### src/rtl/trace_pkg.sv
// rtl/trace_pkg.sv - shared types and width helpers for the trace recorder
package trace_pkg;

    typedef enum logic [1:0] {
        ST_IDLE  = 2'd0,
        ST_ARMED = 2'd1,
        ST_POST  = 2'd2,
        ST_DONE  = 2'd3
    } trace_state_e;

    localparam int unsigned DEF_PC_W    = 32;
    localparam int unsigned DEF_IR_W    = 32;
    localparam int unsigned DEF_CW_W    = 37;
    localparam int unsigned DEF_ENTRY_W = DEF_PC_W + DEF_IR_W + DEF_CW_W;

    function automatic int unsigned entry_width(input int unsigned pc_w,
                                                input int unsigned ir_w,
                                                input int unsigned cw_w);
        return pc_w + ir_w + cw_w;
    endfunction

    function automatic int unsigned idx_width(input int unsigned depth);
        return $clog2(depth);
    endfunction

endpackage

### src/rtl/trace_ram.sv
// rtl/trace_ram.sv - simple dual-port RAM, registered read, read-old on collision
module trace_ram #(
    parameter int unsigned DEPTH = 16,
    parameter int unsigned WIDTH = 101,
    parameter int unsigned AW    = $clog2(DEPTH)
) (
    input  logic             clock,
    input  logic             we,
    input  logic [AW-1:0]    waddr,
    input  logic [WIDTH-1:0] wdata,
    input  logic [AW-1:0]    raddr,
    output logic [WIDTH-1:0] rdata
);

    logic [WIDTH-1:0] mem_q [DEPTH];
    logic [WIDTH-1:0] rdata_q;

    // Non-blocking read of mem_q in the same edge as the write yields the old word.
    always_ff @(posedge clock) begin
        if (we) begin
            mem_q[waddr] <= wdata;
        end
        rdata_q <= mem_q[raddr];
    end

    assign rdata = rdata_q;

endmodule

### src/rtl/trace_recorder.sv
// rtl/trace_recorder.sv - circular PC/IR/control-word trace buffer with breakpoint and external trigger
module trace_recorder
    import trace_pkg::*;
#(
    parameter int unsigned PC_W      = DEF_PC_W,
    parameter int unsigned IR_W      = DEF_IR_W,
    parameter int unsigned CW_W      = DEF_CW_W,
    parameter int unsigned DEPTH     = 16,
    parameter int unsigned POST_TRIG = 4,
    parameter int unsigned NUM_BP    = 2
) (
    input  logic                                  clock,
    input  logic                                  reset,
    input  logic                                  arm,
    input  logic                                  sample_en,
    input  logic [PC_W-1:0]                       pc,
    input  logic [IR_W-1:0]                       ir,
    input  logic [CW_W-1:0]                       control_word,
    input  logic [NUM_BP*PC_W-1:0]                bp_addr,
    input  logic [NUM_BP-1:0]                     bp_en,
    input  logic                                  trig_ext,
    input  logic [idx_width(DEPTH)-1:0]           rd_idx,
    output logic [entry_width(PC_W,IR_W,CW_W)-1:0] rd_data,
    output logic [idx_width(DEPTH):0]             count,
    output logic [idx_width(DEPTH)-1:0]           trig_pos,
    output logic                                  armed,
    output logic                                  done
);

    localparam int unsigned IDX_W   = idx_width(DEPTH);
    localparam int unsigned ENTRY_W = entry_width(PC_W, IR_W, CW_W);

    localparam logic [IDX_W:0]   DEPTH_C  = (IDX_W+1)'(DEPTH);
    localparam logic [IDX_W:0]   PT_C     = (IDX_W+1)'(POST_TRIG);
    localparam logic [IDX_W:0]   CNT_ONE  = (IDX_W+1)'(1);
    localparam logic [IDX_W-1:0] PTR_ONE  = IDX_W'(1);
    localparam logic [IDX_W-1:0] POST_INI = IDX_W'(POST_TRIG);

    trace_state_e     state_q, state_d;
    logic [IDX_W-1:0] wr_ptr_q, wr_ptr_d;
    logic [IDX_W-1:0] post_q, post_d;
    logic [IDX_W-1:0] trig_pos_q, trig_pos_d;
    logic [IDX_W:0]   count_q, count_d;
    logic [IDX_W:0]   tp_full;
    logic             armed_q, done_q, rd_zero_q;
    logic             bp_hit, trig, wr_en;
    logic [IDX_W-1:0] rd_addr;
    logic [ENTRY_W-1:0] ram_rdata;

    always_comb begin
        bp_hit = 1'b0;
        for (int i = 0; i < NUM_BP; i++) begin
            if (bp_en[i] && (pc == bp_addr[i*PC_W +: PC_W])) begin
                bp_hit = 1'b1;
            end
        end
    end

    assign trig  = sample_en & (trig_ext | bp_hit);
    // arm wins over a coincident sample, so that sample is never written.
    assign wr_en = sample_en && !arm && ((state_q == ST_ARMED) || (state_q == ST_POST));

    always_comb begin
        state_d    = state_q;
        wr_ptr_d   = wr_ptr_q;
        post_d     = post_q;
        count_d    = count_q;
        trig_pos_d = trig_pos_q;
        tp_full    = '0;
        if (arm) begin
            state_d    = ST_ARMED;
            wr_ptr_d   = '0;
            post_d     = '0;
            count_d    = '0;
            trig_pos_d = '0;
        end else if (wr_en) begin
            wr_ptr_d = wr_ptr_q + PTR_ONE;
            if (count_q != DEPTH_C) begin
                count_d = count_q + CNT_ONE;
            end
            tp_full = count_d - CNT_ONE - PT_C;
            case (state_q)
                ST_ARMED: begin
                    if (trig) begin
                        if (POST_TRIG > 0) begin
                            state_d = ST_POST;
                            post_d  = POST_INI;
                        end else begin
                            state_d    = ST_DONE;
                            trig_pos_d = tp_full[IDX_W-1:0];
                        end
                    end
                end
                ST_POST: begin
                    post_d = post_q - PTR_ONE;
                    if (post_q == PTR_ONE) begin
                        state_d    = ST_DONE;
                        trig_pos_d = tp_full[IDX_W-1:0];
                    end
                end
                default: ;
            endcase
        end
    end

    always_ff @(posedge clock) begin
        if (reset) begin
            state_q    <= ST_IDLE;
            wr_ptr_q   <= '0;
            post_q     <= '0;
            count_q    <= '0;
            trig_pos_q <= '0;
            armed_q    <= 1'b0;
            done_q     <= 1'b0;
            rd_zero_q  <= 1'b1;
        end else begin
            state_q    <= state_d;
            wr_ptr_q   <= wr_ptr_d;
            post_q     <= post_d;
            count_q    <= count_d;
            trig_pos_q <= trig_pos_d;
            armed_q    <= (state_d == ST_ARMED) || (state_d == ST_POST);
            done_q     <= (state_d == ST_DONE);
            rd_zero_q  <= ({1'b0, rd_idx} >= count_q);
        end
    end

    // Oldest entry sits count slots behind the write pointer.
    assign rd_addr = wr_ptr_q - count_q[IDX_W-1:0] + rd_idx;

    trace_ram #(
        .DEPTH (DEPTH),
        .WIDTH (ENTRY_W),
        .AW    (IDX_W)
    ) u_ram (
        .clock (clock),
        .we    (wr_en),
        .waddr (wr_ptr_q),
        .wdata ({pc, ir, control_word}),
        .raddr (rd_addr),
        .rdata (ram_rdata)
    );

    assign rd_data  = rd_zero_q ? '0 : ram_rdata;
    assign count    = count_q;
    assign trig_pos = trig_pos_q;
    assign armed    = armed_q;
    assign done     = done_q;

endmodule

### config.mk
export PLATFORM = sky130hd
export DESIGN_NAME = trace_recorder
export DESIGN_NICKNAME = d
export VERILOG_FILES = /design/src/rtl/trace_pkg.sv /design/src/rtl/trace_ram.sv /design/src/rtl/trace_recorder.sv
export SDC_FILE = /design/constraint.sdc
export NUM_CORES = 1
export LEC_CHECK = 0
export ABC_AREA = 1
export CAP_MARGIN = 20
export CELL_PAD_IN_SITES_DETAIL_PLACEMENT = 0
export CELL_PAD_IN_SITES_GLOBAL_PLACEMENT = 1
export CORE_MARGIN = 1.5
export CORE_UTILIZATION = 53
export CTS_CLUSTER_SIZE = 12
export DETAILED_ROUTE_END_ITERATION = 8
export DONT_BUFFER_PORTS = 1
export PLACE_DENSITY_LB_ADDON = 0.25
export RECOVER_POWER = 25
export SLEW_MARGIN = 20
export SYNTH_ARGS = -nofsm -noshare
export SYNTH_HDL_FRONTEND = slang
export SYNTH_SLANG_ARGS = --single-unit
### constraint.sdc
create_clock -name clock -period 9.4 [get_ports clock]
set_clock_uncertainty 0.15 [all_clocks]
set_input_delay 1.41 -clock clock [delete_from_list [all_inputs] [get_ports clock]]
set_output_delay 1.41 -clock clock [all_outputs]
set_load 0.01 [all_outputs]
drive_strength.png
Bar = 100 um.
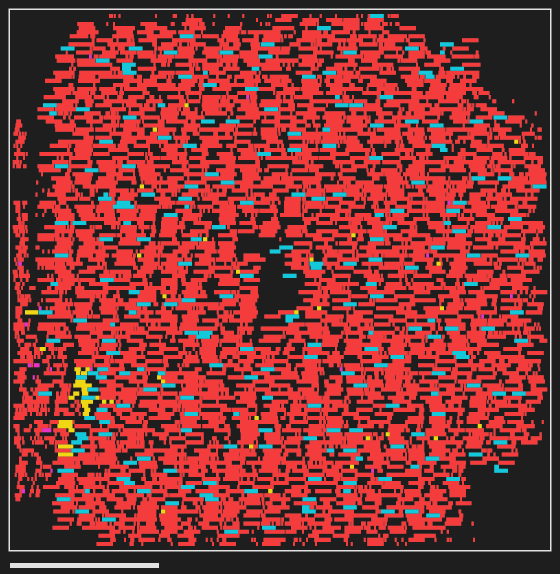
size	color	cells	share	most used
drive 2	magenta	19	0.38%	clkinv_2
drive 1 or less	red	4753	94%	edfxtp_1
drive 6 and up	cyan	235	4.6%	clkbuf_16
drive 3 to 4	yellow	53	1.0%	buf_4
Setup WS post-layout: 4.25 ns
relative area change from synthesis to final layout: 9.94%

met2.png
Bar = 100 um.
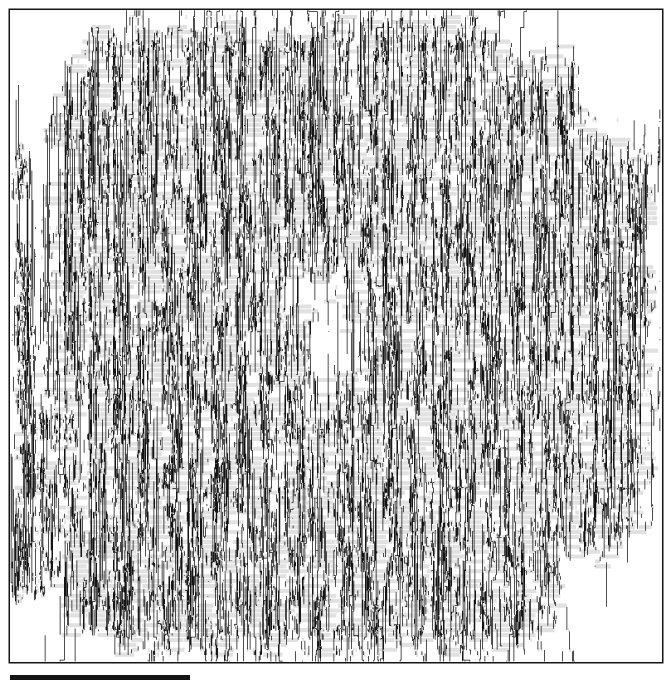
wire length on this layer	78.2 mm
main direction	vertical
longest straight run	152 um
nets with wire on the layer	3666
total via count in the routed design: 39.8k
met2 usage in global routing: 40.3%
drt total wl: 162 mm

met1.png
Bar = 100 um. Supply wires on this layer in gray.
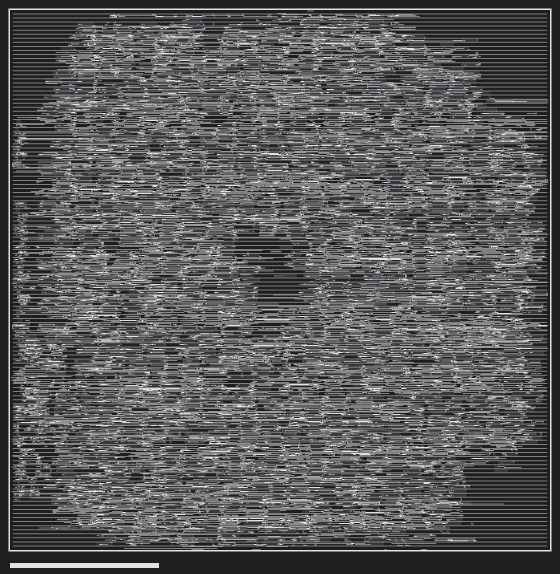
share of all routed wire	43%
longest straight run	86.0 um
wire length on this layer	69.2 mm
grt met1 use: 33.6%

==> metrics.cfg <==
[synth]
netlist_area_mm2 = 0.0682
flop_cell = sky130_fd_sc_hd__edfxtp_1
synth_warnings = 0
ys_ff = 1739
postSynthCellCount = 5013
synth.top_cell.area_share_pct = 71.2
netlist-cell-type-count = 38
fp_nets = 5213
ys_top_cells_by_area = sky130_fd_sc_hd__edfxtp_1 (71%), sky130_fd_sc_hd__nor2_1 (4.2%), sky130_fd_sc_hd__dfxtp_1 (3.6%)
netlist_top_cells_count = sky130_fd_sc_hd__edfxtp_1 (1616), sky130_fd_sc_hd__nor2_1 (771), sky130_fd_sc_hd__nand2_1 (628), sky130_fd_sc_hd__o21ai_0 (419), sky130_fd_sc_hd__a21oi_1 (217)
yosysChipArea_mm2 = 0.0682

[worst_setup_path]
worstSetupEndpointType = flip-flop
worst-setup-path-type = input pin to flip-flop
critical-path-max-stage-delay_ns = 0.89
critical_r2r_capture = u_ram.rdata[62]$_DFF_P_
wp_data_arrival_ns = 5.75
r2r.worst_path.cells = 11
r2r_setup_slack_ns = 4.39
data_required_time_at_the_worst_endpoint_ns = 9.99
path_max_fanout = 49
cp-start-kind = input pin
timing.rr.start = count[2]$_SDFFE_PP0P_
critPathLaunch = rd_idx[2]

[detailed_routing]
drc = 0
vias_per_cell = 5.92
first_pass_iters = 5
dr.first_iter.drc_count = 4119
postRouteAntennaNets = 0
wl_per_cell_um = 24.1

[power]
netSwitchingFraction_pct = 25.3
pwr-share-clk_pct = 37.3
static-leakage-power_uw = 0.0254
power.ir.vdd_worst_mv = 0.166
power_density_mw_per_mm2 = 234
combinationalPowerShare_pct = 12.2
power_frac_seq_pct = 50.4
switchingPower_uw = 4430

[hold_path]
hold_path_class = flip-flop to flip-flop
min_path_cells = 2
hold_path_startpoint = wr_ptr_q[2]$_SDFFE_PP0P_
holdPathEnd = wr_ptr_q[2]$_SDFFE_PP0P_

[cells_and_area]
layout_top_cells = sky130_fd_sc_hd__edfxtp_1 (1616), sky130_fd_sc_hd__nor2_1 (755), sky130_fd_sc_hd__nand2_1 (628)
fillerInstances = 9803
antenna_cells = 0
drive_gt1_share_pct = 6.07
final_layout_top_logic_cell = sky130_fd_sc_hd__edfxtp_1
design.final.nets = 5116
area.combinational_mm2 = 0.0151

[final_timing]
final-hold-violation-count = 0
max_slew_margin_pct = 31.7
rsz_0062_raised_after_global_routing = false
final_period_minus_worst_setup_slack_ns = 5.15
slew_of_the_pin_with_the_lowest_slew_margin_ns = 1.02
post-route-period-util_pct = 54.8

[grt]
globalRoute.totalOverflow = 0
vias_in_the_first_global_route = 38800
grt_first_pass_wirelength_mm = 240
antenna_found_initial = 2

[cts]
max-clock-path-buffers = 3
clock.latency.late_pin_ns = 0.81
ctsResizeCount = 0
cts_tree = yes
htreeDepth = 4
cts.reportedPaths.clkPinSlew_ns = 0.06
tritoncts_num_sinks = 1739
root_buffer = sky130_fd_sc_hd__clkbuf_16
numCtsBuffers = 177
cts_hold_buffers = 0

[run]
drv.max_cap_violation_count = 0

[place]
hpwl_mm = 72.5
dpl-instance-area_mm2 = 0.0696
gpl.final_weighted_congestion = 0.749

[die]
floorplan.die.height_um = 362
std_cell_rows = 131
fp_util_pct = 53.5
floorplan.die.width_um = 362
total_i_o_pin_count = 288

[status]
outcome = completed

[power by group through the flow]
stage               logic (uW)  clock network (uW)  registers [uW]
floorplan                 1600                   0            8910
global placement          2130                   0            9020
detailed placement        2150                   0            9010
CTS                       2160                6650            8850
global route              2370                6950            8860
finish                    2140                6550            8840
[layer usage]
layer  track usage (%)  up-vias  wire length, um
met1              33.6    19900            69200
met3              4.73      221            11500
met2              40.3     1324            78200
met5                 0        -                0
met4              6.71        0             3120
li1                  -    18300                -
[area by class of cell]
cell class	instances	share of cell area [%]
sequential	1739	68.0
clock buffer	281	6.80
timing repair buffer	50	0.818
clock inverter	42	0.404
tap	1662	2.77
inverter	201	1.02
multi-input combinational	2747	20.1
[cells by family after synthesis]
group | after synthesis | synth area share [%]
compound gates | 1053 | 10.0
xor+xnor | 33 | 0.446
fa+ha+maj | 24 | 0.474
buf+inv | 527 | 3.31
flops | 1739 | 74.8
mux | 202 | 2.97
simple gates | 1435 | 8.02
[per-stage QoR]
step	hold slack, ns	cells	power (uW)	setup WS [ns]	utilization, %
final	0.348	6722	17500	4.25	58.8
after global placement	0.331	6399	11100	3.47	54.5
after detailed placement	0.341	6399	11200	3.45	54.5
after floorplan	0.315	5013	10500	2.36	-
after CTS	0.350	6722	17700	4.31	58.8
after global routing	0.362	6722	18200	4.10	58.8
[worst max-delay path, delay by kind of cell]
| kind | cells | cell delay, ns |
|---|---|---|
| buffers and inverters | 4 | 1.76 |
| adders and majority gates | 2 | 0.89 |
| AOI/OAI and AO/OA | 2 | 0.74 |
| xor gates and xnor gates | 1 | 0.62 |
| and+or+nand+nor | 3 | 0.24 |
[registers in the layout, summed over array words and instances, names as in the netlist]
name and count:
state_q 2, wr_ptr_q 4, trig_pos 4, rd_zero_q 1, done 1, post_q 4, count 5, u_ram.rdata 101
armed 1, u_ram.mem_q 1616
Power and IR drop assume default switching activity.
